Wiring heat map:
Drawn at 6 px/µm. The die is cut into 14 by 14 equal tiles; dark blue is low, red is high, scaled to the fullest tile. Values are wire area over tile area, all layers added.
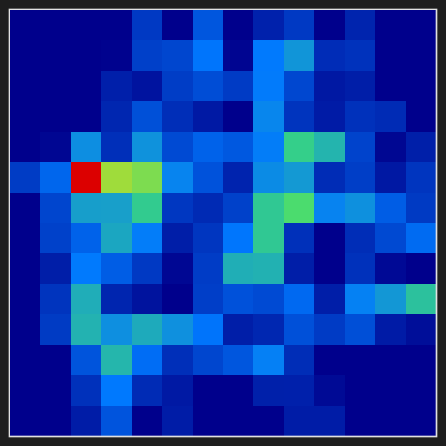
The metal 3 layer:
Drawn at 6 px/µm. Cells faint in the background.
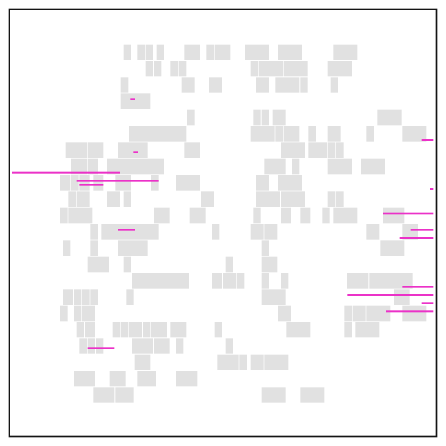
Routing congestion map:
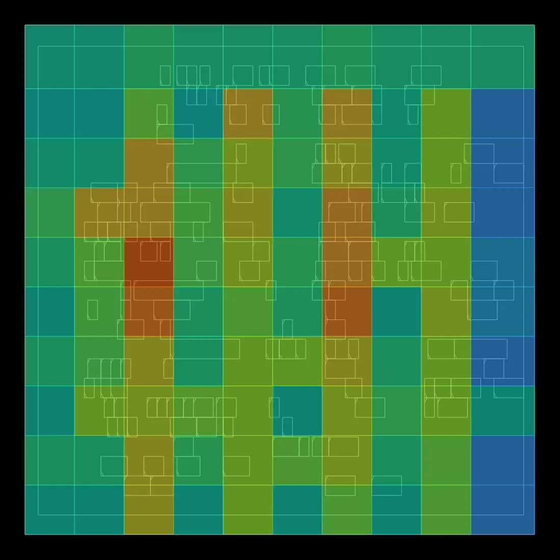
### src/rtl/cpu_ctrl_pkg.sv
// Shared definitions for the multicycle CPU control unit: opcodes, state
// encoding, datapath mux select values and the packed control word.
package cpu_ctrl_pkg;

  localparam logic [4:0] OP_JUMP  = 5'd24;
  localparam logic [4:0] OP_BEQZ  = 5'd25;
  localparam logic [4:0] OP_LOAD  = 5'd28;
  localparam logic [4:0] OP_STORE = 5'd29;
  localparam logic [4:0] OP_LOADI = 5'd30;
  localparam logic [4:0] OP_HALT  = 5'd31;

  localparam int ZERO_FLAG_BIT = 0;

  localparam logic [1:0] PC_SEL_INC   = 2'd0;
  localparam logic [1:0] PC_SEL_IMM   = 2'd1;
  localparam logic [1:0] PC_SEL_ALU   = 2'd2;

  localparam logic [1:0] ADDR_SEL_PC  = 2'd0;
  localparam logic [1:0] ADDR_SEL_ALU = 2'd1;
  localparam logic [1:0] ADDR_SEL_IMM = 2'd2;

  localparam logic [1:0] DIN_SEL_ALU  = 2'd0;
  localparam logic [1:0] DIN_SEL_MEM  = 2'd1;
  localparam logic [1:0] DIN_SEL_IMM  = 2'd2;

  // Codes 11..15 are unused and fall back to FETCH.
  typedef enum logic [3:0] {
    ST_FETCH   = 4'd0,
    ST_DECODE  = 4'd1,
    ST_EXEC    = 4'd2,
    ST_WB      = 4'd3,
    ST_LOADI   = 4'd4,
    ST_STORE   = 4'd5,
    ST_LOAD_A  = 4'd6,
    ST_LOAD_W  = 4'd7,
    ST_JUMP    = 4'd8,
    ST_BRANCH  = 4'd9,
    ST_HALT    = 4'd10
  } state_e;

  typedef struct packed {
    logic       alu_in2_mux;
    logic       mem_out_mux;
    logic [1:0] pc_mux;
    logic [1:0] memory_addr_mux;
    logic [1:0] data_in_mux;
    logic       reg_buff1_write;
    logic       reg_buff2_write;
    logic       status_reg_write;
    logic       alu_out_write;
    logic       reg_write;
    logic       pc_write;
    logic       ir_write;
    logic       mem_write;
    logic       halted;
    logic       illegal_op;
  } ctrl_word_t;

  // Opcodes 0..15 are the ALU group (reg-reg and reg-immediate).
  function automatic logic is_alu_op(input logic [4:0] op);
    return ~op[4];
  endfunction

  function automatic logic is_defined_op(input logic [4:0] op);
    return is_alu_op(op) || (op == OP_JUMP) || (op == OP_BEQZ) ||
           (op == OP_LOAD) || (op == OP_STORE) || (op == OP_LOADI) ||
           (op == OP_HALT);
  endfunction

endpackage

### src/rtl/control_unit_if.sv
// Control bus between the control unit (master) and the datapath (slave).
interface control_unit_if #(
  parameter int WORD_SIZE   = 16,
  parameter int OPCODE_SIZE = 5
);
  logic [OPCODE_SIZE-1:0] opcode;
  logic [WORD_SIZE-1:0]   status_reg;
  logic                   ALU_in2_mux;
  logic                   mem_out_mux;
  logic [1:0]             PC_mux;
  logic [1:0]             memory_addr_mux;
  logic [1:0]             data_in_mux;
  logic                   reg_buff1_write;
  logic                   reg_buff2_write;
  logic                   status_reg_write;
  logic                   ALU_out_write;
  logic                   reg_write;
  logic                   PC_write;
  logic                   IR_write;
  logic                   mem_write;
  logic                   halted;
  logic                   illegal_op;

  modport master (
    input  opcode, status_reg,
    output ALU_in2_mux, mem_out_mux, PC_mux, memory_addr_mux, data_in_mux,
           reg_buff1_write, reg_buff2_write, status_reg_write, ALU_out_write,
           reg_write, PC_write, IR_write, mem_write, halted, illegal_op
  );

  modport slave (
    output opcode, status_reg,
    input  ALU_in2_mux, mem_out_mux, PC_mux, memory_addr_mux, data_in_mux,
           reg_buff1_write, reg_buff2_write, status_reg_write, ALU_out_write,
           reg_write, PC_write, IR_write, mem_write, halted, illegal_op
  );
endinterface

### src/rtl/ctrl_decode.sv
// Combinational decode of the current state into the datapath control word.
// Only DECODE (illegal_op), EXEC (ALU_in2_mux) and BRANCH (PC_write) look
// beyond the state itself.
module ctrl_decode
  import cpu_ctrl_pkg::*;
#(
  parameter int WORD_SIZE   = 16,
  parameter int OPCODE_SIZE = 5,
  parameter int ZFLAG_BIT   = 0
) (
  input  state_e                 state,
  input  logic [OPCODE_SIZE-1:0] opcode,
  input  logic [WORD_SIZE-1:0]   status_reg,
  output ctrl_word_t             cw
);

  // Everything defaults to zero; each state lists only what it asserts.
  always_comb begin
    cw = '0;
    case (state)
      ST_FETCH: begin
        cw.memory_addr_mux = ADDR_SEL_PC;
        cw.ir_write        = 1'b1;
        cw.pc_mux          = PC_SEL_INC;
        cw.pc_write        = 1'b1;
      end
      ST_DECODE: begin
        cw.reg_buff1_write = 1'b1;
        cw.reg_buff2_write = 1'b1;
        cw.illegal_op      = ~is_defined_op(opcode);
      end
      ST_EXEC: begin
        cw.alu_in2_mux      = (opcode < OPCODE_SIZE'(8));
        cw.alu_out_write    = 1'b1;
        cw.status_reg_write = 1'b1;
      end
      ST_WB: begin
        cw.data_in_mux = DIN_SEL_ALU;
        cw.reg_write   = 1'b1;
      end
      ST_LOADI: begin
        cw.data_in_mux = DIN_SEL_IMM;
        cw.reg_write   = 1'b1;
      end
      ST_STORE: begin
        cw.memory_addr_mux = ADDR_SEL_IMM;
        cw.mem_out_mux     = 1'b0;
        cw.mem_write       = 1'b1;
      end
      ST_LOAD_A: begin
        cw.memory_addr_mux = ADDR_SEL_IMM;
      end
      ST_LOAD_W: begin
        cw.memory_addr_mux = ADDR_SEL_IMM;
        cw.data_in_mux     = DIN_SEL_MEM;
        cw.reg_write       = 1'b1;
      end
      ST_JUMP: begin
        cw.pc_mux   = PC_SEL_IMM;
        cw.pc_write = 1'b1;
      end
      ST_BRANCH: begin
        cw.pc_mux   = PC_SEL_IMM;
        cw.pc_write = status_reg[ZFLAG_BIT];
      end
      ST_HALT: begin
        cw.halted = 1'b1;
      end
      default: ;
    endcase
  end

endmodule

### src/rtl/control_unit.sv
// Multicycle control FSM for the 16-bit CPU: holds the state register and
// next-state logic, and drives the datapath control bus via ctrl_decode.
module control_unit #(
  parameter int WORD_SIZE     = 16,
  parameter int OPCODE_SIZE   = 5,
  parameter int ZERO_FLAG_BIT = cpu_ctrl_pkg::ZERO_FLAG_BIT
) (
  input  logic           clk,
  input  logic           rst,
  control_unit_if.master bus
);
  import cpu_ctrl_pkg::*;

  state_e     state_q, state_d;
  ctrl_word_t cw;
  ctrl_word_t cw_out;

  ctrl_decode #(
    .WORD_SIZE  (WORD_SIZE),
    .OPCODE_SIZE(OPCODE_SIZE),
    .ZFLAG_BIT  (ZERO_FLAG_BIT)
  ) u_decode (
    .state     (state_q),
    .opcode    (bus.opcode),
    .status_reg(bus.status_reg),
    .cw        (cw)
  );

  // Next-state: opcode dispatch happens only in DECODE; unused codes recover to FETCH.
  always_comb begin
    state_d = ST_FETCH;
    case (state_q)
      ST_FETCH:  state_d = ST_DECODE;
      ST_DECODE: begin
        if (is_alu_op(bus.opcode)) begin
          state_d = ST_EXEC;
        end else begin
          case (bus.opcode)
            OP_JUMP:  state_d = ST_JUMP;
            OP_BEQZ:  state_d = ST_BRANCH;
            OP_LOAD:  state_d = ST_LOAD_A;
            OP_STORE: state_d = ST_STORE;
            OP_LOADI: state_d = ST_LOADI;
            OP_HALT:  state_d = ST_HALT;
            default:  state_d = ST_FETCH;
          endcase
        end
      end
      ST_EXEC:   state_d = ST_WB;
      ST_LOAD_A: state_d = ST_LOAD_W;
      ST_HALT:   state_d = ST_HALT;
      default:   state_d = ST_FETCH;
    endcase
  end

  // State register; reset parks the FSM in FETCH.
  always_ff @(posedge clk or posedge rst) begin
    if (rst) state_q <= ST_FETCH;
    else     state_q <= state_d;
  end

  // While reset is held the FETCH decode must not leak out, so the whole word is forced to zero.
  always_comb begin
    cw_out = rst ? '0 : cw;
  end

  assign bus.ALU_in2_mux      = cw_out.alu_in2_mux;
  assign bus.mem_out_mux      = cw_out.mem_out_mux;
  assign bus.PC_mux           = cw_out.pc_mux;
  assign bus.memory_addr_mux  = cw_out.memory_addr_mux;
  assign bus.data_in_mux      = cw_out.data_in_mux;
  assign bus.reg_buff1_write  = cw_out.reg_buff1_write;
  assign bus.reg_buff2_write  = cw_out.reg_buff2_write;
  assign bus.status_reg_write = cw_out.status_reg_write;
  assign bus.ALU_out_write    = cw_out.alu_out_write;
  assign bus.reg_write        = cw_out.reg_write;
  assign bus.PC_write         = cw_out.pc_write;
  assign bus.IR_write         = cw_out.ir_write;
  assign bus.mem_write        = cw_out.mem_write;
  assign bus.halted           = cw_out.halted;
  assign bus.illegal_op       = cw_out.illegal_op;

endmodule
### src/flat_wrapper.sv
// flat-port wrapper written by rule: the top's interface ports become plain ports
module control_unit_flat import cpu_ctrl_pkg::*;
#(
  parameter int WORD_SIZE     = 16,
  parameter int OPCODE_SIZE   = 5,
  parameter int ZERO_FLAG_BIT = cpu_ctrl_pkg::ZERO_FLAG_BIT
)
  (clk, rst, bus_opcode, bus_status_reg, bus_ALU_in2_mux, bus_mem_out_mux, bus_PC_mux, bus_memory_addr_mux, bus_data_in_mux, bus_reg_buff1_write, bus_reg_buff2_write, bus_status_reg_write, bus_ALU_out_write, bus_reg_write, bus_PC_write, bus_IR_write, bus_mem_write, bus_halted, bus_illegal_op);
  control_unit_if #(.WORD_SIZE(WORD_SIZE), .OPCODE_SIZE(OPCODE_SIZE)) bus_i ();
  input  logic clk;
  input  logic rst;
  input wire logic [$bits(bus_i.opcode)-1:0] bus_opcode;
  input wire logic [$bits(bus_i.status_reg)-1:0] bus_status_reg;
  output wire logic [$bits(bus_i.ALU_in2_mux)-1:0] bus_ALU_in2_mux;
  output wire logic [$bits(bus_i.mem_out_mux)-1:0] bus_mem_out_mux;
  output wire logic [$bits(bus_i.PC_mux)-1:0] bus_PC_mux;
  output wire logic [$bits(bus_i.memory_addr_mux)-1:0] bus_memory_addr_mux;
  output wire logic [$bits(bus_i.data_in_mux)-1:0] bus_data_in_mux;
  output wire logic [$bits(bus_i.reg_buff1_write)-1:0] bus_reg_buff1_write;
  output wire logic [$bits(bus_i.reg_buff2_write)-1:0] bus_reg_buff2_write;
  output wire logic [$bits(bus_i.status_reg_write)-1:0] bus_status_reg_write;
  output wire logic [$bits(bus_i.ALU_out_write)-1:0] bus_ALU_out_write;
  output wire logic [$bits(bus_i.reg_write)-1:0] bus_reg_write;
  output wire logic [$bits(bus_i.PC_write)-1:0] bus_PC_write;
  output wire logic [$bits(bus_i.IR_write)-1:0] bus_IR_write;
  output wire logic [$bits(bus_i.mem_write)-1:0] bus_mem_write;
  output wire logic [$bits(bus_i.halted)-1:0] bus_halted;
  output wire logic [$bits(bus_i.illegal_op)-1:0] bus_illegal_op;
  assign bus_i.opcode = bus_opcode;
  assign bus_i.status_reg = bus_status_reg;
  assign bus_ALU_in2_mux = bus_i.ALU_in2_mux;
  assign bus_mem_out_mux = bus_i.mem_out_mux;
  assign bus_PC_mux = bus_i.PC_mux;
  assign bus_memory_addr_mux = bus_i.memory_addr_mux;
  assign bus_data_in_mux = bus_i.data_in_mux;
  assign bus_reg_buff1_write = bus_i.reg_buff1_write;
  assign bus_reg_buff2_write = bus_i.reg_buff2_write;
  assign bus_status_reg_write = bus_i.status_reg_write;
  assign bus_ALU_out_write = bus_i.ALU_out_write;
  assign bus_reg_write = bus_i.reg_write;
  assign bus_PC_write = bus_i.PC_write;
  assign bus_IR_write = bus_i.IR_write;
  assign bus_mem_write = bus_i.mem_write;
  assign bus_halted = bus_i.halted;
  assign bus_illegal_op = bus_i.illegal_op;
  control_unit #(.WORD_SIZE(WORD_SIZE), .OPCODE_SIZE(OPCODE_SIZE), .ZERO_FLAG_BIT(ZERO_FLAG_BIT)) u_core (.clk(clk), .rst(rst), .bus(bus_i));
endmodule
### config.mk
export PLATFORM = sky130hd
export DESIGN_NAME = control_unit_flat
export DESIGN_NICKNAME = d
export VERILOG_FILES = /design/src/rtl/cpu_ctrl_pkg.sv /design/src/rtl/control_unit_if.sv /design/src/rtl/ctrl_decode.sv /design/src/rtl/control_unit.sv /design/src/flat_wrapper.sv
export SDC_FILE = /design/constraint.sdc
export NUM_CORES = 1
export LEC_CHECK = 0
export ABC_AREA = 1
export CELL_PAD_IN_SITES_DETAIL_PLACEMENT = 0
export CELL_PAD_IN_SITES_GLOBAL_PLACEMENT = 2
export CORE_MARGIN = 1.5
export CORE_UTILIZATION = 13
export CTS_CLUSTER_DIAMETER = 30
export DETAILED_ROUTE_END_ITERATION = 8
export PLACE_DENSITY_LB_ADDON = 0.1
export SLEW_MARGIN = 20
export SYNTH_ARGS = -nofsm -noshare
export SYNTH_HDL_FRONTEND = slang
export SYNTH_HIERARCHICAL = 1
export SYNTH_SLANG_ARGS = --single-unit
### constraint.sdc
create_clock -name clk -period 1.1 [get_ports clk]
set_input_delay 0.165 -clock clk [delete_from_list [all_inputs] [get_ports clk]]
set_output_delay 0.165 -clock clk [all_outputs]
set_load 0.02 [all_outputs]
==> results.yml <==
# generated from flow reports
cts:
  path_clk_slew_ns: 0.03
  cts_root_buffer: "clkbuf_8"
  clock_path_buffers: 2
  clkLatencyLatePin_ns: 0.22
status:
  status: "complete, but fails checks"
  violations: "negative setup slack"
place:
  dp_hpwl_mm: 1.52
final_timing:
  rsz0062_at_grt: "yes"
  finalSetupViolCount: 19
  finalWorstSetupSlack_ns: -0.334
logic_synthesis:
  synthTopCellsByCount: "nor2_1 (33), inv_1 (31), nand2_1 (19), nand3_1 (8), buf_4 (5)"
  yosysTopAreaCellShare_pct: 20.6
  synth.avg_cell_area_um2: 5.13
  edf_count: 0
finish:
  logic_area_um2: 478
  n_fill_cell: 504
  final_cell_area_um2: 1180
setup_path:
  r2r-end: "u_core/state_q[0]"
  path_buffers: 3
global_route:
  grt_start_max_net_pins: 20
  antenna_found_initial: 0
hold_path:
  worstHoldPathType: "primary input to async pin"
drt:
  dr_wl_met3_um: 88
  wl_met1_um: 843
Notes on 'wiring heat map' above:
fullest tile = 0.45
emptiest ninth of the die = top left
mean over tiles = 0.059
densest ninth of the die = left middle
tiles over half the peak = 2.0%
nearly empty tiles = 32%

Notes on 'the metal 3 layer' above:
longest straight run = 17.7 µm
main direction = horizontal

Notes on 'routing congestion map' above:
Total GRT Usage: 7.73%
GR Util met3: 1.57%
M1 GR Usage: 10.3%

-- where the power goes --
group	switching, W	internal, W	total [W]	leakage (nW)
combinational	0.000724	0.000572	0.00130	0.461
clock	0.0000802	0.000248	0.000328	0.0228
sequential	0.000109	0.000200	0.000308	0.0465
total	0.000913	0.00102	0.00193	0.530
-- worst register-to-register path: stages, from the launching register on --
cell     delay, ns
dfrtp_2       0.44
buf_4         0.15
buf_6         0.11
inv_4         0.06
nand3_2       0.09
nor2_4        0.13
nand2_1       0.08
nand3_1       0.07
-- final cells by class --
type	instances	share of cell area, %
clock buffers	4	3.81
inverters	33	11.1
multi-input cells	75	40.4
flip-flops and latches	4	8.88
well taps	52	5.50
repair buffers	37	30.3
-- routing by layer --
metal | GRT usage, % | vias to the layer above
met1 | 10.3 | 316
met2 | 12.5 | 19
met5 | 0 | -
li1 | - | 401
met4 | 2.52 | 0
met3 | 1.57 | 3
-- cells by family after synthesis --
group | synth area share, %
buffers and inverters | 29.6
AND-OR/OR-AND | 4.38
other | 0.624
flip-flops | 16.7
AND/OR/NAND/NOR | 48.8
-- cell usage in the layout, fill, tap and decap left out, types with 4 or more instances in the layout --
cell type and instances:
nand2_1 15, nor2_4 12, buf_6 14, buf_4 15
clkdlybuf4s50_1 6, nor2_1 11, nand3_1 6, inv_1 21
nor2_2 12, inv_2 9, dfrtp_2 4
-- through the flow --
stage                     cells  hold slack, ns  utilization [%]  total power, W
after CTS                   205           0.385             25.7         0.00189
after global placement      198           0.615             23.4         0.00139
after floorplan             119           0.339                -         0.00101
final                       205           0.384             26.8         0.00193
after detailed placement    198           0.620             23.4         0.00139
after global routing        205           0.414             26.8         0.00210
-- repair_timing --
| item | in CTS | in global routing |
|---|---|---|
| endpoints found under the hold margin | 0 | 0 |
| setup endpoints to repair | 17 | 19 |
| resized | 101 | 19 |
| pin swaps | 16 | 14 |
| setup buffers | 4 | 0 |
-- worst min path at each step --
stage	end	slack, ns	cells after the start
6_report	u_core/state_q[0]	0.38	3
5_1_grt	u_core/state_q[1]	0.41	3
3_5_place_dp	u_core/state_q[3]	0.62	3
2_1_floorplan	u_core/state_q[1]	0.34	3
4_1_cts	u_core/state_q[0]	0.39	3
3_3_place_gp	u_core/state_q[3]	0.61	3
No activity file was given, so power comes from the tool's default toggle rates.
